**src/rtl/bit_filling.sv**
```systemverilog
// Builds a run of WIDTH-bit ones one bit per clock, from LSB or MSB.
// Ports: clk, reset (async active-low), start/count/align in; pattern/done/err out.
module bit_filling #(
  parameter int WIDTH = 8
) (
  input  logic             clk,
  input  logic             reset,
  input  logic             start,
  input  logic [3:0]       count,
  input  logic             align,
  output logic [WIDTH-1:0] pattern,
  output logic             done,
  output logic             err
);

  localparam int RW = $clog2(WIDTH + 1);
  localparam logic [4:0] WMAX = 5'(WIDTH);

  typedef enum logic [1:0] {
    IDLE,
    BUILD,
    DONE
  } state_t;

  state_t          state;
  logic [RW-1:0]   remaining;
  logic            dir;
  logic            over;
  logic [RW-1:0]   load;
  logic [WIDTH-1:0] fill_lsb;
  logic [WIDTH-1:0] fill_msb;

  assign over     = {1'b0, count} > WMAX;
  assign load     = over ? RW'(WIDTH) : RW'(count);
  assign fill_lsb = {pattern[WIDTH-2:0], 1'b1};
  assign fill_msb = {1'b1, pattern[WIDTH-1:1]};

  always_ff @(posedge clk or negedge reset) begin
    if (!reset) begin
      state     <= IDLE;
      remaining <= '0;
      dir       <= 1'b0;
      pattern   <= '0;
      done      <= 1'b0;
      err       <= 1'b0;
    end else begin
      unique case (state)
        IDLE: begin
          pattern <= '0;
          done    <= 1'b0;
          if (start) begin
            state     <= BUILD;
            remaining <= load;
            dir       <= align;
            err       <= over;
          end else begin
            err <= 1'b0;
          end
        end
        BUILD: begin
          if (remaining != '0) begin
            pattern   <= dir ? fill_msb : fill_lsb;
            remaining <= remaining - RW'(1);
          end else begin
            done  <= 1'b1;
            state <= DONE;
          end
        end
        DONE: begin
          if (!start) begin
            state   <= IDLE;
            pattern <= '0;
            done    <= 1'b0;
            err     <= 1'b0;
          end
        end
        default: begin
          state     <= IDLE;
          remaining <= '0;
          pattern   <= '0;
          done      <= 1'b0;
          err       <= 1'b0;
        end
      endcase
    end
  end

endmodule

```
**config.mk**
```make
export PLATFORM = sky130hd
export DESIGN_NAME = bit_filling
export DESIGN_NICKNAME = d
export VERILOG_FILES = /design/src/rtl/bit_filling.sv
export SDC_FILE = /design/constraint.sdc
export NUM_CORES = 1
export LEC_CHECK = 0
export CAP_MARGIN = 5
export CORE_MARGIN = 2
export CORE_UTILIZATION = 50
export CTS_CLUSTER_DIAMETER = 100
export CTS_CLUSTER_SIZE = 10
export DETAILED_ROUTE_END_ITERATION = 8
export PLACE_DENSITY = 0.82
export RECOVER_POWER = 50
export SETUP_SLACK_MARGIN = 0.3
export SLEW_MARGIN = 15
export SYNTH_ARGS = -nofsm -noshare
export SYNTH_HDL_FRONTEND = slang
export SYNTH_SLANG_ARGS = --single-unit
```
**constraint.sdc**
```tcl
create_clock -name clk -period 2.04 [get_ports clk]
set_input_delay 0.408 -clock clk [delete_from_list [all_inputs] [get_ports clk]]
set_output_delay 0.408 -clock clk [all_outputs]
set_load 0.05 [all_outputs]
```
==> metrics.cfg, run 1 <==
[status]
status = finished, final reports clean

[yosys]
numSynthFlops = 17
top_area_cell = dfrtp_1
yosysChipArea_um2 = 942
synth_cells = 86
ys_sh_aoi_pct = 14.7
ys_warn_count = 0
ys_seq_share_pct = 45.2
synthTopCellsByCount = 17 x dfrtp_1, 8 x mux2_2, 8 x nor2_1, 6 x inv_1, 6 x mux2i_1
top_logic_kind = simple AND/OR/NAND/NOR gates

[place]
gp_congestion = 0.857
dpl.cell_count = 126

[global_routing]
grt_pass1_vias = 711
antenna_found_initial = 0

[clock_tree]
cts_htree_levels = 1
numCtsBuffers = 3

[power_and_ir_drop]
combPwrFrac_pct = 56.2
pwr-share-clk_pct = 9.8
p_seq_share_pct = 34.0

[run]
tool_warnings = 28
cap_violations = 0

[floorplan]
fp_util_pct = 54.0
core_area_mm2 = 0.00175
chipArea_mm2 = 0.00225
fp.dieH_um = 47.4

[setup_path]
cp-startpoint = remaining[0]
cp-end-kind = flip-flop
cp-endpoint = pattern[1]
critPathKind = reg -> reg
startpoint_type = flip-flop

[layout]
multi_input_comb_cells = 59
lay_top_cells = 17 x dfrtp_1, 10 x dlygate4sd2_1, 8 x nor2_1, 8 x mux2_2
final_nets = 123

[final_timing]
setup_slack_ns = 0.254
fin_crit_sh_pct = 87.5
setup_viol = 0

[routing]
wl_met3_um = 103
drtPass1Iterations = 4

[worst_hold_path]
holdCritStartpoint = err

run 1: worst max-delay path, cell delays in order, from the launching register on:
cell and delay (ns):
dfrtp_1 0.37, inv_1 0.08, ha_1 0.20, nor3b_4 0.15, clkbuf_1 0.20, a22oi_4 0.30
mux2_2 0.38
run 1: worst min-delay path by stage:
stage / depth (start not counted) / endpoint / slack, ns
after global placement: 1 / err / 0.51
after floorplan: 0 / dir / 0.11
after CTS: 2 / remaining[2] / 0.43
after global routing: 1 / err / 0.57
after detailed placement: 1 / err / 0.52
final: 1 / err / 0.53
run 1: power groups by stage:
stage	registers (mW)	logic (mW)	clock network, mW
final	0.631	1.04	0.183
after global routing	0.656	1.11	0.209
after CTS	0.635	0.961	0.188
after detailed placement	0.644	1.00	0
after global placement	0.639	0.981	0
after floorplan	0.782	0.600	0
**Run 1: signal metal coverage by tile**

9 x 9 tiles, from black (low) to pale yellow (high), scaled to the fullest tile. Values are wire area over tile area, all layers added.
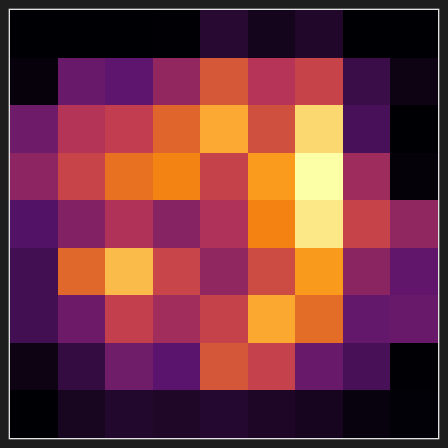
mean over tiles = 0.14
nearly empty tiles = 15%
fullest tile = 0.39
tiles over half the peak = 33%
Total GRT Usage: 19.8%
via count: 742
Routed WL: 1.92 mm
Routed wire per std cell: 14.0 um

**Run 1: placement by cell class**

The bar under the picture is 10 um long. Fill, decap, tap and diode cells in grey.
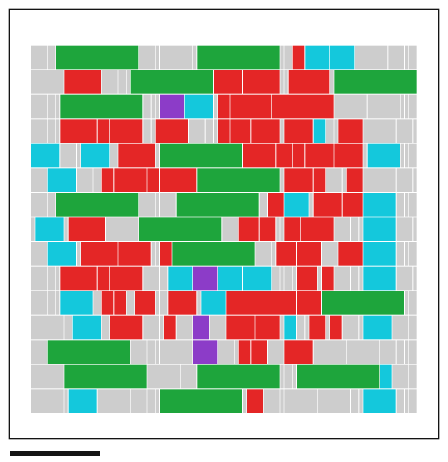
all other logic -> red  # cells 65, share of their area 43%
flops -> green  # cells 17, share of their area 37%
other buffers and delay cells -> cyan  # cells 26, share of their area 18%
clock drivers and dummy loads -> purple  # cells 4, share of their area 2.4%
final instance area: 0.00120 mm2
flop share of the area: 35.6%

**Run 1: metal layers overlaid**

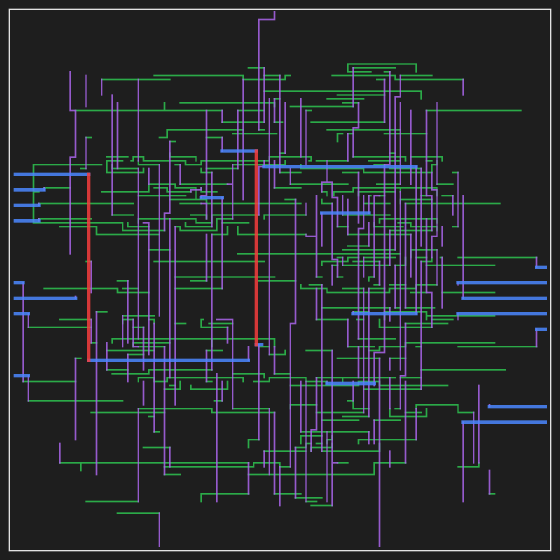
met4 -> red  # wire length 33.3 um
met2 -> purple  # wire length 871 um
met3 -> blue  # wire length 104 um
met1 -> green  # wire length 916 um

**Run 1: cell outlines without signal wires**

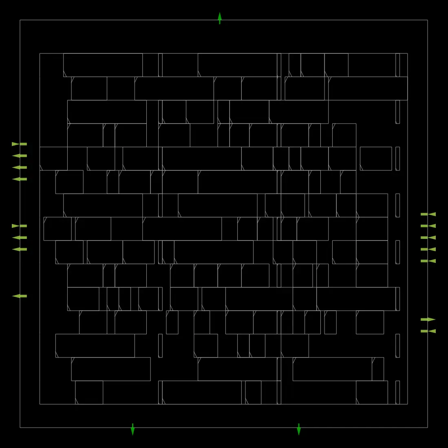
Core Util, Final: 68.5%
fill count: 146
Finished Layout Cells: 137

==> run 2, diff against run 1 <==
CTS_CLUSTER_DIAMETER = 150   (was 100)
GPL_ROUTABILITY_DRIVEN = 0   (was unset)
TNS_END_PERCENT = 5   (was unset)
**Run 2: M1 wires**

Supply wires on this layer in grey.
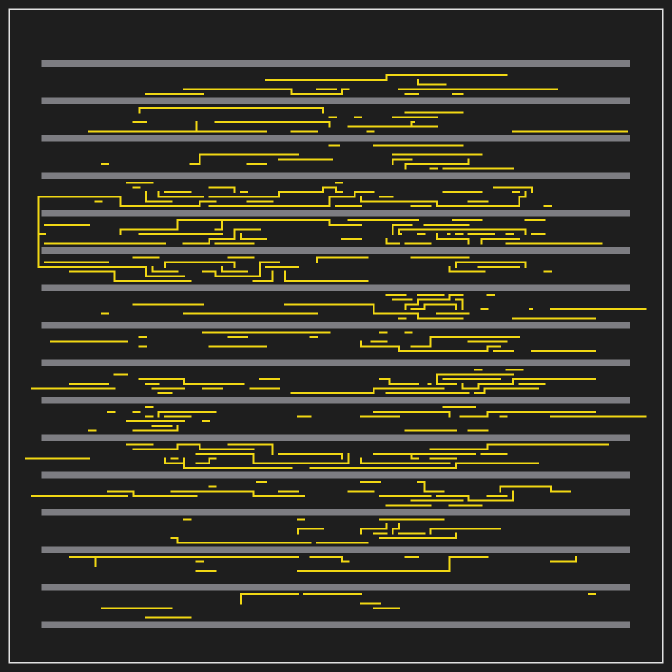
nets with wire on the layer = 102
main direction = horizontal
Routed WL: 1.85 mm
via count: 706
met1 GRT Util: 23.4%

==> metrics.cfg, run 2 <==
[status]
status = finished, final reports clean

[setup_path]
cp-endpoint = pattern[5]
critical_path_depth = 1  ; -5
cp_top_family = buffers and inverters
crit_buf_inv = 1  ; -1
cp-startpoint = pattern[5]
critPathKind = reg -> out
crit_chain = clkdlybuf4s50_1
cp-end-kind = output pin

[yosys]
ys_seq_share_pct = 45.2  ; unchanged
numSynthFlops = 17  ; unchanged
top_area_cell = dfrtp_1
top_logic_kind = simple AND/OR/NAND/NOR gates
synth_cells = 86  ; unchanged

[final_timing]
fin_crit_sh_pct = 94.6  ; +7.0 points
setup_slack_ns = 0.111  ; -0.143 ns
setup_viol = 0  ; unchanged

[routing]
wl_per_cell_um = 14.2  ; +1.2%
drtPass1Iterations = 4  ; unchanged

[floorplan]
chipArea_mm2 = 0.00225  ; unchanged
fp.dieH_um = 47.4  ; unchanged
core_area_mm2 = 0.00175  ; unchanged
fp_util_pct = 54.0  ; unchanged

[global_routing]
track_usage_pct = 19.8  ; unchanged
antenna_found_initial = 0  ; unchanged
grt_pass1_vias = 711  ; unchanged

[layout]
stdcell_area_mm2 = 0.00115  ; -3.5%
lay_top_cells = 17 x dfrtp_1, 14 x clkdlybuf4s50_1, 8 x nor2_1, 8 x mux2_2
stdcell_count = 130  ; -5.1%
postLayoutCoreUtil_pct = 66.2  ; -2.4 points
final_nets = 116  ; -5.7%
fillCellCount = 148  ; +1.4%

[worst_hold_path]
whs_path_depth = 1  ; unchanged
holdCritStartpoint = err
min_to = err

[clock_tree]
numCtsBuffers = 3  ; unchanged
cts_htree_levels = 1  ; unchanged

[run]
tool_warnings = 29  ; +3.6%

==> run 2: layer usage <==
layer | share of wire (%) | track usage [%] | vias to the layer above | routed length [um]
met1 | 49 | 23.4 | 334 | 911
met5 | 0 | 0 | - | 0
li1 | - | - | 349 | -
met3 | 4.2 | 4.53 | 4 | 78
met4 | 1.8 | 11.1 | 0 | 33
met2 | 45 | 33.0 | 19 | 824
==> run 2: final cells by class <==
class | instances | area share [%]
Clock buffer | 3 | 1.95
Multi-Input combinational cell | 59 | 40.6
Sequential cell | 17 | 36.8
Inverter | 6 | 1.95
Tap cell | 25 | 2.71
Timing Repair Buffer | 19 | 15.5
Clock inverter | 1 | 0.433
==> run 2: report_power, final <==
part / internal (mW) / switching, mW
Combinational: 0.430 / 0.549
Sequential: 0.467 / 0.165
Clock: 0.0729 / 0.106
Total: 0.970 / 0.819
No activity file was given, so power comes from the tool's default toggle rates.
